`src/rtl/ysyx_22040759_mem_stage_if.sv`:
```
// Data-memory request/response channel between the MEM stage (master) and the data memory (slave).
interface ysyx_22040759_mem_stage_if;
  logic        data_req_valid;
  logic        data_req_ready;
  logic        data_req_wen;
  logic [63:0] data_req_addr;
  logic [63:0] data_req_wdata;
  logic [7:0]  data_req_wmask;
  logic        data_rsp_valid;
  logic [63:0] data_rsp_rdata;

  modport master (
    output data_req_valid, data_req_wen, data_req_addr, data_req_wdata, data_req_wmask,
    input  data_req_ready, data_rsp_valid, data_rsp_rdata
  );

  modport slave (
    input  data_req_valid, data_req_wen, data_req_addr, data_req_wdata, data_req_wmask,
    output data_req_ready, data_rsp_valid, data_rsp_rdata
  );
endinterface

```
`src/rtl/ysyx_22040759_mem_stage.sv`:
```
// RV64 MEM stage: one data-memory request per load/store, load alignment/extension, bypass to ID.
// Optional misaligned-access trap: define YSYX_22040759_MISALIGN_CHK_EN. wreg_sel 2'd1 selects RAM data.
module ysyx_22040759_mem_stage #(
  parameter int ES_BUS_W = 237,
  parameter int MS_BUS_W = 232
) (
  input  logic                clk,
  input  logic                rst,
  input  logic                es_to_ms_valid,
  input  logic [ES_BUS_W-1:0] es_to_ms_bus,
  output logic                ms_allowin,
  output logic                ms_to_ws_valid,
  output logic [MS_BUS_W-1:0] ms_to_ws_bus,
  input  logic                ws_allowin,
  ysyx_22040759_mem_stage_if.master dmem,
  output logic [69:0]         ms_fwd_bus,
  output logic                ms_fwd_busy
`ifdef YSYX_22040759_MISALIGN_CHK_EN
  ,
  output logic                ms_misalign
`endif
);

  typedef enum logic [1:0] {IDLE, REQ, WAIT, DONE} state_t;
  localparam logic [1:0] WSEL_RAM = 2'd1;

  state_t              state, state_nxt;
  logic                ms_valid;
  logic [ES_BUS_W-1:0] es_bus_r;
  logic [63:0]         rdata_r;
  logic                mis_r;

  logic [31:0] inst;
  logic        reg_wen, mem_ren, mem_wen, mem_unsigned;
  logic [4:0]  rd;
  logic [1:0]  wreg_sel, mem_size;
  logic [63:0] st_data, alu_result, pc;
  logic [2:0]  off;

  assign inst         = es_bus_r[236:205];
  assign reg_wen      = es_bus_r[204];
  assign rd           = es_bus_r[203:199];
  assign wreg_sel     = es_bus_r[198:197];
  assign mem_ren      = es_bus_r[196];
  assign mem_wen      = es_bus_r[195];
  assign mem_size     = es_bus_r[194:193];
  assign mem_unsigned = es_bus_r[192];
  assign st_data      = es_bus_r[191:128];
  assign alu_result   = es_bus_r[127:64];
  assign pc           = es_bus_r[63:0];
  assign off          = alu_result[2:0];

  logic in_mem, in_mis, load_en, ms_ready_go, reg_wen_eff;

  assign in_mem = es_to_ms_bus[196] | es_to_ms_bus[195];

`ifdef YSYX_22040759_MISALIGN_CHK_EN
  always_comb begin
    in_mis = 1'b0;
    if (in_mem) begin
      case (es_to_ms_bus[194:193])
        2'd1:    in_mis = es_to_ms_bus[64];
        2'd2:    in_mis = |es_to_ms_bus[65:64];
        2'd3:    in_mis = |es_to_ms_bus[66:64];
        default: in_mis = 1'b0;
      endcase
    end
  end
`else
  assign in_mis = 1'b0;
`endif

  assign ms_ready_go    = !(mem_ren | mem_wen) | (state == DONE);
  assign ms_allowin     = !ms_valid | (ms_ready_go & ws_allowin);
  assign ms_to_ws_valid = ms_valid & ms_ready_go;
  assign load_en        = es_to_ms_valid & ms_allowin;

  logic [63:0] sh, load_data;
  logic [7:0]  mask_base;

  assign sh = dmem.data_rsp_rdata >> {off, 3'b000};

  always_comb begin
    load_data = sh;
    case (mem_size)
      2'd0:    load_data = mem_unsigned ? {56'b0, sh[7:0]}  : {{56{sh[7]}},  sh[7:0]};
      2'd1:    load_data = mem_unsigned ? {48'b0, sh[15:0]} : {{48{sh[15]}}, sh[15:0]};
      2'd2:    load_data = mem_unsigned ? {32'b0, sh[31:0]} : {{32{sh[31]}}, sh[31:0]};
      default: load_data = sh;
    endcase
  end

  always_comb begin
    mask_base = 8'hFF;
    case (mem_size)
      2'd0:    mask_base = 8'h01;
      2'd1:    mask_base = 8'h03;
      2'd2:    mask_base = 8'h0F;
      default: mask_base = 8'hFF;
    endcase
  end

  // A newly latched instruction decides the next state regardless of where the FSM was,
  // which is what lets DONE hand straight over to REQ on a back-to-back access.
  always_comb begin
    state_nxt = state;
    if (load_en) begin
      if (in_mem) state_nxt = in_mis ? DONE : REQ;
      else        state_nxt = IDLE;
    end else begin
      case (state)
        REQ:     if (dmem.data_req_ready) state_nxt = WAIT;
        WAIT:    if (dmem.data_rsp_valid) state_nxt = DONE;
        DONE:    if (ws_allowin)          state_nxt = IDLE;
        default: state_nxt = state;
      endcase
    end
  end

  always_ff @(posedge clk or posedge rst) begin
    if (rst) begin
      state    <= IDLE;
      ms_valid <= 1'b0;
      es_bus_r <= '0;
      rdata_r  <= '0;
    end else begin
      state <= state_nxt;
      if (load_en) begin
        ms_valid <= 1'b1;
        es_bus_r <= es_to_ms_bus;
        rdata_r  <= '0;
      end else if (ms_allowin) begin
        ms_valid <= 1'b0;
      end
      if (state == WAIT && dmem.data_rsp_valid && mem_ren) rdata_r <= load_data;
    end
  end

`ifdef YSYX_22040759_MISALIGN_CHK_EN
  always_ff @(posedge clk or posedge rst) begin
    if (rst)          mis_r <= 1'b0;
    else if (load_en) mis_r <= in_mis;
  end
  assign ms_misalign = ms_valid & mis_r & (state == DONE);
`else
  assign mis_r = 1'b0;
`endif

  assign dmem.data_req_valid = (state == REQ);
  assign dmem.data_req_wen   = mem_wen;
  assign dmem.data_req_addr  = {alu_result[63:3], 3'b000};
  assign dmem.data_req_wdata = st_data << {off, 3'b000};
  assign dmem.data_req_wmask = mask_base << off;

  assign reg_wen_eff  = reg_wen & !mis_r;
  assign ms_to_ws_bus = {inst, reg_wen_eff, rd, wreg_sel, rdata_r, alu_result, pc};
  assign ms_fwd_bus   = {ms_valid & reg_wen_eff, rd, (wreg_sel == WSEL_RAM) ? rdata_r : alu_result};
  assign ms_fwd_busy  = ms_valid & reg_wen_eff & (wreg_sel == WSEL_RAM) & !ms_ready_go;

endmodule

```
`src/flat_wrapper.sv`:
```
// flat-port wrapper written by rule: the top's interface ports become plain ports
module ysyx_22040759_mem_stage_flat 
#(
  parameter int ES_BUS_W = 237,
  parameter int MS_BUS_W = 232
)
  (clk, rst, es_to_ms_valid, es_to_ms_bus, ms_allowin, ms_to_ws_valid, ms_to_ws_bus, ws_allowin, ms_fwd_bus, ms_fwd_busy, dmem_data_req_valid, dmem_data_req_wen, dmem_data_req_addr, dmem_data_req_wdata, dmem_data_req_wmask, dmem_data_req_ready, dmem_data_rsp_valid, dmem_data_rsp_rdata);
  ysyx_22040759_mem_stage_if dmem_i ();
  input  logic clk;
  input  logic rst;
  input  logic es_to_ms_valid;
  input  logic [ES_BUS_W-1:0] es_to_ms_bus;
  output logic ms_allowin;
  output logic ms_to_ws_valid;
  output logic [MS_BUS_W-1:0] ms_to_ws_bus;
  input  logic ws_allowin;
  output logic [69:0] ms_fwd_bus;
  output logic ms_fwd_busy;
  output wire logic [$bits(dmem_i.data_req_valid)-1:0] dmem_data_req_valid;
  output wire logic [$bits(dmem_i.data_req_wen)-1:0] dmem_data_req_wen;
  output wire logic [$bits(dmem_i.data_req_addr)-1:0] dmem_data_req_addr;
  output wire logic [$bits(dmem_i.data_req_wdata)-1:0] dmem_data_req_wdata;
  output wire logic [$bits(dmem_i.data_req_wmask)-1:0] dmem_data_req_wmask;
  input wire logic [$bits(dmem_i.data_req_ready)-1:0] dmem_data_req_ready;
  input wire logic [$bits(dmem_i.data_rsp_valid)-1:0] dmem_data_rsp_valid;
  input wire logic [$bits(dmem_i.data_rsp_rdata)-1:0] dmem_data_rsp_rdata;
  assign dmem_data_req_valid = dmem_i.data_req_valid;
  assign dmem_data_req_wen = dmem_i.data_req_wen;
  assign dmem_data_req_addr = dmem_i.data_req_addr;
  assign dmem_data_req_wdata = dmem_i.data_req_wdata;
  assign dmem_data_req_wmask = dmem_i.data_req_wmask;
  assign dmem_i.data_req_ready = dmem_data_req_ready;
  assign dmem_i.data_rsp_valid = dmem_data_rsp_valid;
  assign dmem_i.data_rsp_rdata = dmem_data_rsp_rdata;
  ysyx_22040759_mem_stage #(.ES_BUS_W(ES_BUS_W), .MS_BUS_W(MS_BUS_W)) u_core (.clk(clk), .rst(rst), .es_to_ms_valid(es_to_ms_valid), .es_to_ms_bus(es_to_ms_bus), .ms_allowin(ms_allowin), .ms_to_ws_valid(ms_to_ws_valid), .ms_to_ws_bus(ms_to_ws_bus), .ws_allowin(ws_allowin), .dmem(dmem_i), .ms_fwd_bus(ms_fwd_bus), .ms_fwd_busy(ms_fwd_busy));
endmodule
```
`config.mk`:
```
export PLATFORM = sky130hd
export DESIGN_NAME = ysyx_22040759_mem_stage_flat
export DESIGN_NICKNAME = d
export VERILOG_FILES = /design/src/rtl/ysyx_22040759_mem_stage_if.sv /design/src/rtl/ysyx_22040759_mem_stage.sv /design/src/flat_wrapper.sv
export SDC_FILE = /design/constraint.sdc
export NUM_CORES = 1
export LEC_CHECK = 0
export CAP_MARGIN = 20
export CORE_AREA = 2 2 291 293
export CTS_BUF_LIST = sky130_fd_sc_hd__clkbuf_2 sky130_fd_sc_hd__clkbuf_4 sky130_fd_sc_hd__clkbuf_8
export DETAILED_ROUTE_END_ITERATION = 10
export DIE_AREA = 0 0 293 295
export GPL_TIMING_DRIVEN = 0
export PLACE_DENSITY = 0.53
export SLEW_MARGIN = 20
export SYNTH_ARGS = -nofsm -noshare
export SYNTH_HDL_FRONTEND = slang
export SYNTH_SLANG_ARGS = --single-unit
```
`constraint.sdc`:
```
create_clock -name clk -period 15 [get_ports clk]
set_input_delay 2.25 -clock clk [delete_from_list [all_inputs] [get_ports clk]]
set_output_delay 2.25 -clock clk [all_outputs]
set_load 0.01 [all_outputs]
```
run_1/floorplan.png
The bar under the picture is 100 um long. Pins as bars on the die edge. Tap cells in grey.
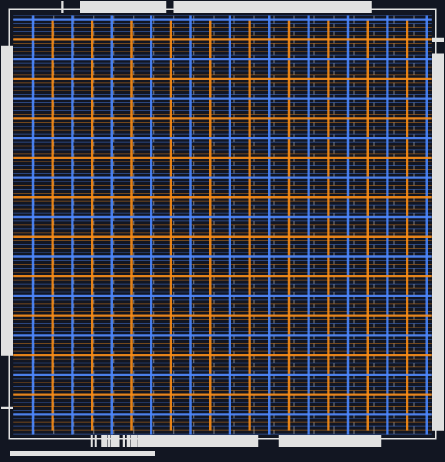
colour	net
orange	VDD
blue	VSS
rows	106
met5 straps	21
signal pins	750

run_1/class_map.png
The bar under the picture is 100 um long.
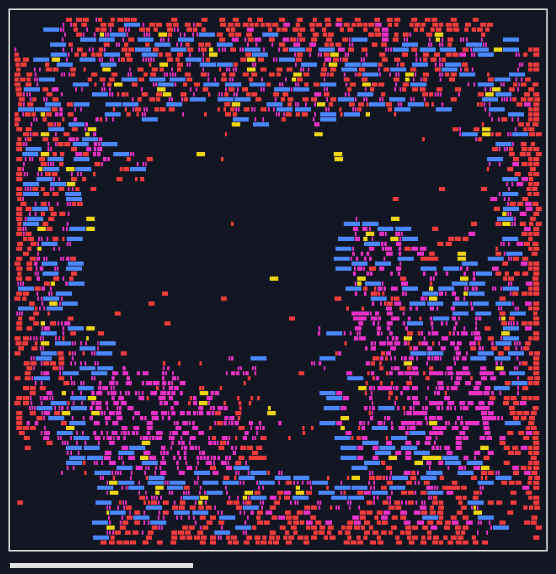
colour	class	cells
red	remaining buffers and delay cells	1124
yellow	clock drivers and dummy loads	107
blue	sequential cells	304
magenta	remaining logic cells	1414

==> results.cfg, run 1 <==
; flow metrics
[yosys]
synthAdderAreaFrac_pct = 0
top_area_cell = dfrtp_1
yosysWarnings = 0
top_logic_kind = simple AND/OR/NAND/NOR gates
synth_stat.cells = 2091
ys_sh_simple_pct = 19.8
ys_ff = 304
ys.flop_type = dfrtp_1
synth.top_cell.area_share_pct = 42.3
avgSynthCellArea_um2 = 8.59
synthArstFlopShare_pct = 100
top_cells_by_count = nand2_1, dfrtp_1, buf_4
netlist_instances = 2091

[clock_tree]
cts_setup_buffers = 0
ctsResizeCount = 0
cts_tree = yes
htreeDepth = 2
path_clk_slew_ns = 0.06
clk_latency_ns = 0.66
cts_hold_buffers = 0
cts_buffer_depth = 3
cts_num_sinks = 304
root_buffer = clkbuf_8

[final_layout]
clk_share_pct = 4.62
nMultiInputCombCells = 1399
n_all_buffers = 1124
diodes = 1
fill_cells = 8798
inv_count = 15
nonClkBufAreaFrac_pct = 35.4
layout_top_cell = nand2_1
nClkBuffers = 102
sh_comb_area_pct = 27.9
final-comb-area_um2 = 7880
dominant_cells = buffers
ff_count = 304
fin_util_pct = 33.9
synthToLayoutAreaGrowth_pct = 56.9
nNetsFinal = 3210
seq_area_um2 = 7610

[status]
status = completed

[setup_path]
timing_worst_setup_path_type = flip-flop to output pin
cp-endpoint = dmem_data_req_wmask[5]
required_ns = 12.75
reg2reg_depth = 8
timing.rr.start = u_core.state[1]
startpoint_type = flip-flop
crit_fanout = 10
rr_endpoint = u_core.es_bus_r[126]

[routing]
routed_wl_um = 93200
ant_nets = 0
wire_per_inst_um = 23.1
drt_iter0_drc = 1280
num_vias = 17800
drc = 0

[timing]
finClkSkew_ns = 0.0365
rsz0062_at_grt = false
hold_viol = 0
max_slew_margin_pct = 33.7
period_used_pct = 43.2
hold_ws_ns = 0.472
finalSetupTns_ns = 0

[worst_hold_path]
hold_class = flip-flop to flip-flop
hold_depth = 2

[floorplanning]
fp_util_pct = 21.6
die_h_um = 295
fp-row-count = 106
tap_cells = 1080
die_w_um = 293
coreArea_um2 = 83200
chip_area_um2 = 86400
io_pins = 750

[power_and_ir_drop]
p_per_area_nw_per_um2 = 238
p_clk_share_pct = 13.8
p_sw_mw = 2.85
total_power_mw = 6.71
p_leak_nw = 13.0
peakVddDrop_mv = 0.109
comb-power_mw = 4.18
p_clk_uw = 928
sw_frac_of_total_pct = 42.5

[place]
dp.cells = 3922
place_congestion = 0.932
dp_slack_ns = 8.66
dp_hpwl_um = 74700

[global_route]
antenna_found_initial = 11
grt-ovfl-total = 0
grt_max_degree = 96
grt_pass1_vias = 17600
run_1/clock_wires.png
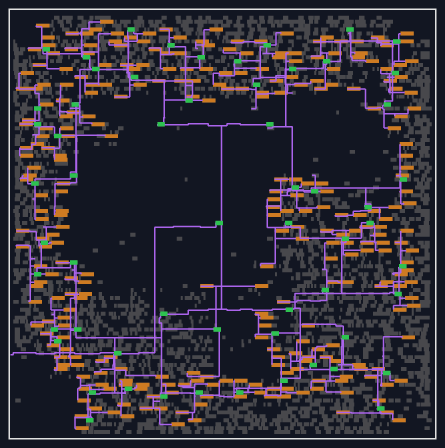
[purple] clock wires | length: 5770 um
[orange] flip-flops | count: 304
[green] clock-net drivers | count: 59
flops lie	all over the die

-- run 1: per-layer routing --
layer	up-vias	part of all wire, %	global-route usage (%)
li1	8275	-	-
met1	8558	42	26.5
met2	812	48	35.3
met3	135	7.5	4.71
met4	12	2.4	5.07
met5	-	0.076	0
-- run 1: state kept, by name, summed over array words and instances, names as in the netlist --
name / flops
u_core.es_bus_r: 237
u_core.rdata_r: 64
u_core.state: 2
u_core.ms_valid: 1
-- run 1: worst max-delay path: stages, from the launching register on --
cell and delay (ns):
dfrtp_1 0.50, buf_4 0.24, buf_4 0.24, buf_2 0.37, buf_2 0.29, buf_2 0.30, nor2_1 0.18, nor3b_1 0.74
clkdlybuf4s50_1 0.69
run_1/layers.png
The bar under the picture is 100 um long. Two of the layers only.
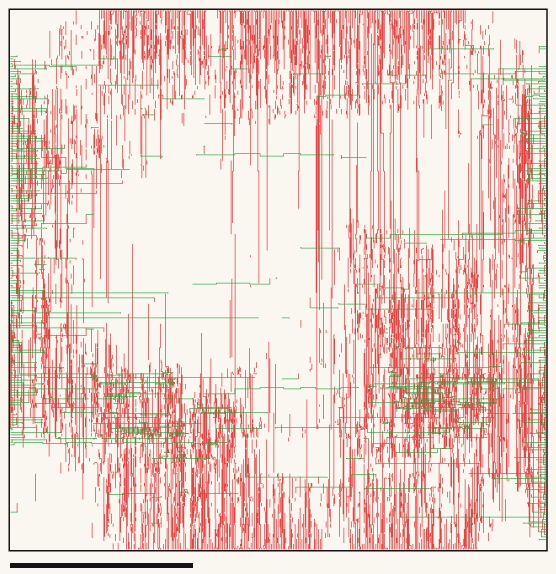

==> run 2: changes to the inputs <==
- PLACE_DENSITY: 0.53 -> 0.55
- clock period: 15 -> 5.8 ns (I/O delays scaled with it)
run_2/layers.png
The bar under the picture is 100 um long. Two of the layers only.
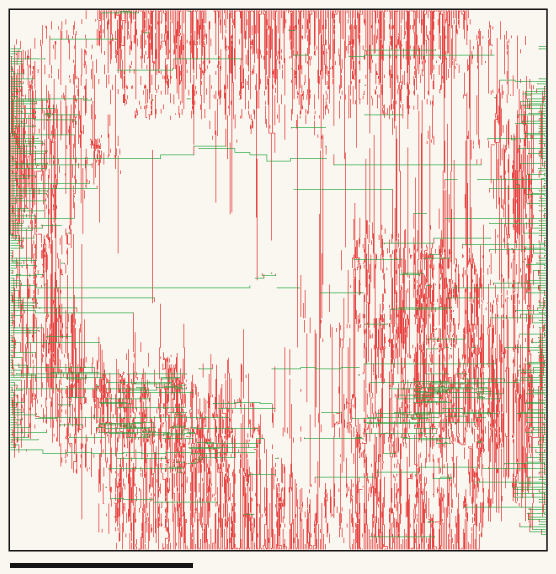
colour	layer	wire length
red	M2	45.7 mm
green	M3	6990 um

run_2/floorplan.png
The bar under the picture is 100 um long. Pins as bars on the die edge. Tap cells in grey.
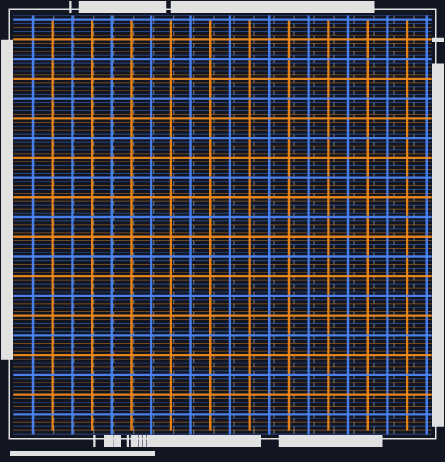
colour	net
blue	VSS
orange	VDD
rows	106
signal pins	750
met1 rails	107
met4 straps	21
met5 straps	21

==> run 2 against run 1 <==
  * Worst setup slack worse by 7.8 ns
  * Worst hold slack barely moved
  * Clock power rose to 2.7 times the previous value
  * Core utilization is 0.27 points higher
  * Area after synthesis unchanged
  * Largest power group unchanged
  * Non-clock buffer count increased by 9
  * Sequential power increased to 2.6 times the previous value
  * Via count down 0.19%
  * Die area is the same
  * Critical path type unchanged
  * Design area is 0.80% higher
==> results.cfg, run 2 <==
; flow metrics
[final_layout]
layout_top_cell = nand2_1
synthToLayoutAreaGrowth_pct = 58.2
final_layout_top_logic_cells = nand2_1, clkdlybuf4s50_1, dfrtp_1, buf_4, mux2i_1
n_all_buffers = 1133
clk_share_pct = 4.79
sh_comb_area_pct = 27.7
dominant_cells = buffers
regMostFlops = u_core.es_bus_r
largest_register_ffs = 237
nonClkBufAreaFrac_pct = 35.8
nNetsFinal = 3219
final-comb-area_um2 = 7880
reg.largest.list = u_core.es_bus_r x237, u_core.rdata_r x64, u_core.state x2
seq_area_um2 = 7610
inv_count = 15
diodes = 1
nMultiInputCombCells = 1399
nClkBuffers = 96
fill_cells = 8778

[global_route]
grt_pass1_vias = 17700
grtUsageMet2_pct = 35.9
use_met1_pct = 26.6
grt-ovfl-total = 0
grt_max_degree = 32
grt_pass1_wl_um = 131000
busiest_layer = met2
antenna_found_initial = 9
met3_usage_pct = 4.86

[yosys]
synthAdderAreaFrac_pct = 0
top_cells_by_count = nand2_1, dfrtp_1, buf_4
yosysWarnings = 0
synthArstFlopShare_pct = 100
netlist_instances = 2091
avgSynthCellArea_um2 = 8.59
ys_ff = 304
synth.most_common_cell = nand2_1
top_logic_kind = simple AND/OR/NAND/NOR gates
top_area_cell = dfrtp_1
synth.top_cell.area_share_pct = 42.3
synth_stat.cells = 2091
ys_sh_simple_pct = 19.8
ys.flop_type = dfrtp_1

[worst_hold_path]
hold_depth = 2
hold_class = flip-flop to flip-flop
min_to = u_core.es_bus_r[54]

[setup_path]
timing.rr.start = u_core.state[1]
rr_endpoint = u_core.es_bus_r[117]
endpoint_kind = output pin
cp-endpoint = dmem_data_req_wmask[5]
slowest_stage = nor3b_1
required_ns = 4.93
timing_worst_setup_path_type = flip-flop to output pin
max_stage_delay_ns = 0.74
worst-r2r-setup-slack_ns = 2.81
reg2reg_depth = 7
cp.buffers_inverters = 6
crit_path_frequent_cell = buf_2
startpoint_type = flip-flop
crit_chain = buf_4 -> buf_4 -> buf_2 -> buf_2 -> buf_2 -> nor2_1 -> nor3b_1 -> clkdlybuf4s50_1
cpLargestDelayFamily = buffers and inverters
cp.depth = 8
crit_fanout = 10

[clock_tree]
cts_buffer_depth = 3
htreeDepth = 2
ctsResizeCount = 0
cts_hold_buffers = 0
cts_num_sinks = 304
root_buffer = clkbuf_8
cts_setup_buffers = 0
cts_tree = yes
clk_latency_ns = 0.67
path_clk_slew_ns = 0.06

[power_and_ir_drop]
p_per_area_nw_per_um2 = 615
sw_frac_of_total_pct = 42.5
seqPwrFrac_pct = 23.7
peakVddDrop_mv = 0.319
total_power_mw = 17.5
p_sw_mw = 7.43
p_clk_share_pct = 14.2
p_leak_nw = 13.1

[place]
dp_hpwl_um = 76100
dp_slack_ns = 1.45
place_congestion = 0.936

[floorplanning]
die_w_um = 293
io_pins = 750
fp_util_pct = 21.6
die_h_um = 295
chip_area_um2 = 86400
coreArea_um2 = 83200

[status]
status = completed

[routing]
met3_length_um = 6990
routed_wl_um = 93500
drt_iter0_drc = 1124
ant_nets = 0
drc = 0
wire_per_inst_um = 23.1
num_vias = 17800
top_layer_used = met5
met1_length_um = 38900
wl_met2_um = 45700

[timing]
finalMaxSlewViolations = 0
max_slew_margin_pct = 27.5
rsz0062_at_grt = false
finClkSkew_ns = 0.0261
period_used_pct = 88.2
setup_ws_ns = 0.683
hold_viol = 0

[flow_run]
drv_cap = 0
run_2/placed.png
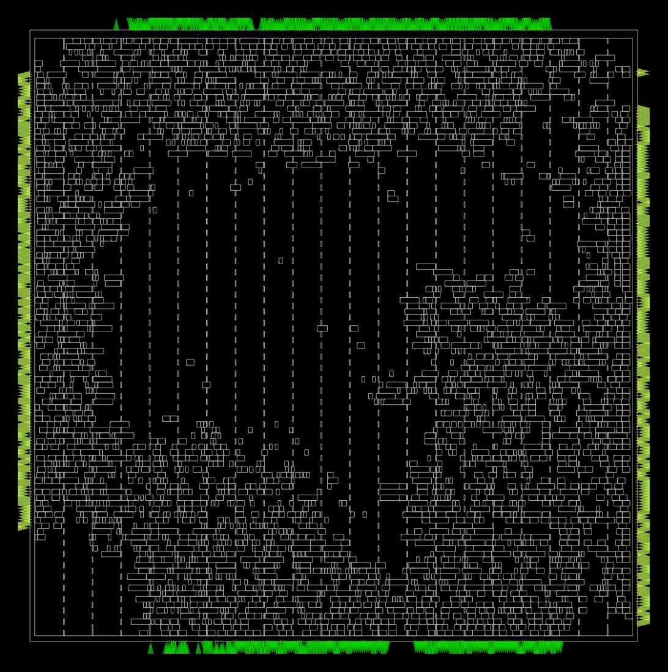
Final Core Density: 34.2%
seq_cells: 304
Tapcells: 1080
Cell Rows: 106
flop share of the area: 26.8%

[run 2: power by group through the flow]
stage	sequential [mW]	combinational [mW]	clock (mW)
after floorplan	3.69	5.63	0
after global routing	4.27	11.6	2.66
after CTS	4.15	10.9	2.57
final	4.13	10.9	2.48
after global placement	4.16	10.8	0
after detailed placement	4.18	10.9	0
[run 2: per-stage QoR]
stage / cells / instance area (um2) / setup TNS [ns] / hold slack, ns / utilization, %
6_report: 4042 / 28400 / 0 / 0.472 / 34.2
3_5_place_dp: 3931 / 27100 / 0 / 0.463 / 32.5
5_1_grt: 4041 / 28400 / 0 / 0.493 / 34.2
2_1_floorplan: 2093 / 18000 / 0 / 0.442 / -
4_1_cts: 4041 / 28400 / 0 / 0.478 / 34.2
3_3_place_gp: 3919 / 26800 / -581.71 / 0.459 / 32.2
No activity file was given, so power comes from the tool's default toggle rates.
